Design result_capture_fifo, sky130hd; sources not shown.
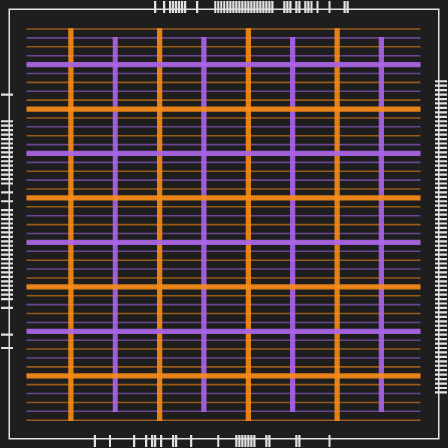
**Above:** PDN straps and rails.
Pins as bars on the die edge.
legend:
  orange:
    net: VSS
  purple:
    net: VDD
rows: 44
signal pins: 177
met5 straps: 8
met4 straps: 8
met1 rails: 45
die height: 131 um
Max rail drop VDD: 0.195 mV
Core Box Area: 14400 um2
Chip Width: 131 um

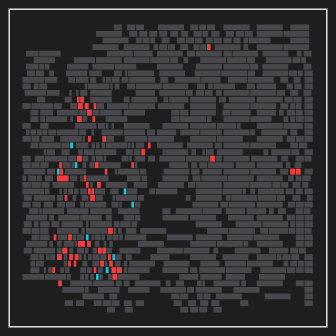
**Above:** gate families picked out.
legend:
  cyan:
    family: inverters
    cells: 9
    most_used: inv_1
  red:
    family: NAND gates
    cells: 52
    most_used: nand2_1
post-route non-filler standard cell count: 913
most common library cell in the layout ignoring fill and taps: sky130_fd_sc_hd__clkdlybuf4s50_1

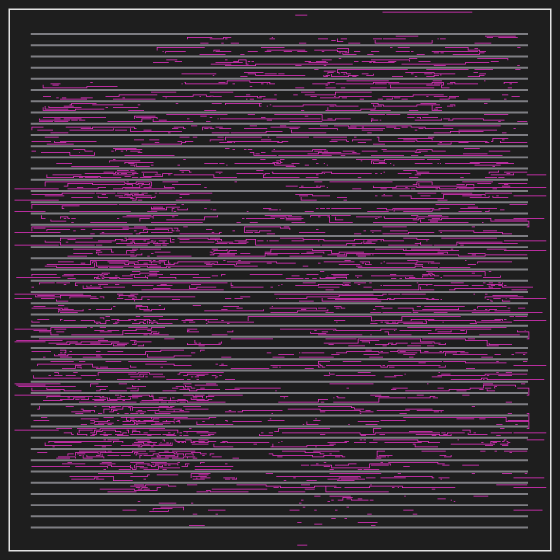
**Above:** metal 1.
Supply wires on this layer in grey.
nets with wire on the layer: 734
share of all routed wire: 39%
longest straight run: 36.8 um
met1 GRT Util: 0.308
via count: 5310

==> results.txt <==
Synthesis and PnR results.

- In the final layout, the fill cell count is 913.
- The clock-pin slew on the worst setup and hold paths is about 0.06 ns.
- The overflow left after global routing is 0.
- The well tap count is 184.
- The number of cells in the design after placement reads 880.
- The post-synth register bit count is 180.
- The count of multi-input gates reads around 330.
- The number of sequential storage elements reads 180.
- The number of sinks driven by the clock tree reads about 180.
- The most area-hungry cell type in the Yosys netlist is sky130_fd_sc_hd__edfxtp_1.
- The total wire length reads 19800 um.
- The starting utilization of the core area is 0.558.
- The setup slack on the worst flop-to-flop path reads 3.30 ns.
- The share of synthesized area occupied by flip-flops and latches is 0.637.
- The report lists the power per cell area as 268 nW/um2.
- Data arrives at the worst endpoint at 3.05 ns.
- The period utilization reads 0.684.
- The total routing usage reported by global routing reads 0.238.
- The number of core rows reads 44.
- The flow ran to the end, and the final reports show no timing, DRC or antenna violations.
- By area the synthesized netlist is led by sky130_fd_sc_hd__edfxtp_1 (46%), sky130_fd_sc_hd__dfrtp_1 (17%), sky130_fd_sc_hd__mux4_2 (8.7%).
- The mapped netlist covers 8040 um2.
- Power attributed to combinational cells is 0.492 mW.
- The area taken by flip-flops and latches is 5130 um2.
- Pins over their slew limit in the final report were tallied at 0.
- The average instance in the mapped netlist occupies between 10 and 15 um2.
- The most used flip-flop cell is sky130_fd_sc_hd__edfxtp_1.
- The DRC violations left is 0.
- On the final layout, the worst hold slack is 0.524 ns.
- The share of power burned in registers reads 0.456.
- The top fanout value on the critical path is 55.
- The tool flagged a number of max-cap violations equal to 0.
- Setup repair after global routing left no endpoint under its margin.
- The worst setup path is launched from a primary input.
- The final number of hold-violating endpoints is 0.
- The share of synthesized area in the top cell type comes to 0.463.
- The number of gates resized after CTS reads 0.
- The global-route wire length before repair is 30100 um.
- The actual transition at the worst max-transition pin is between 0.9 and 1 ns.
- The final antenna diode tally reported by the flow is 0.
- The time the final worst path needs with I/O delays and setup is about 4.3 ns.
- The tally of clock buffers in the finished layout reads 17.
- The number of cells reported by Yosys stat comes to 539.
- The reported clock group power is 1.05 mW.
- The final-layout clock-cell area share reads 0.0556.
- Per STA, the highest per-stage delay on the worst path measures 0.72 ns.
- The TritonCTS buffer count is 17.
- The fraction of standard cell area that is sequential reads 0.485.
- The inverter tally of the final layout excluding the clock network is 9.
[metal layers]
layer	global-route usage	up-vias	routed length, um
li1	-	2374	-
met1	0.308	2649	7700
met2	0.389	257	9970
met3	0.0703	28	1780
met4	0.0792	2	371
met5	0	-	11
[per-stage QoR]
stage | setup WS, ns | cell area [um2]
CTS | 1.94 | 10500
floorplan | 3.13 | 8040
global placement | 1.95 | 9960
detailed placement | 1.92 | 9960
finish | 1.99 | 10600
global route | 1.83 | 10600
[cells by family after synthesis]
kind of cell / Yosys count / synth area share
AND-OR/OR-AND: 50 / 0.0429
XOR/XNOR: 51 / 0.0574
adder cells (fa/ha/maj): 7 / 0.0109
buffers and inverters: 32 / 0.0182
flip-flops: 180 / 0.637
multiplexers: 52 / 0.119
other: 1 / 0.000466
AND/OR/NAND/NOR: 166 / 0.114
Power and IR drop assume default switching activity.
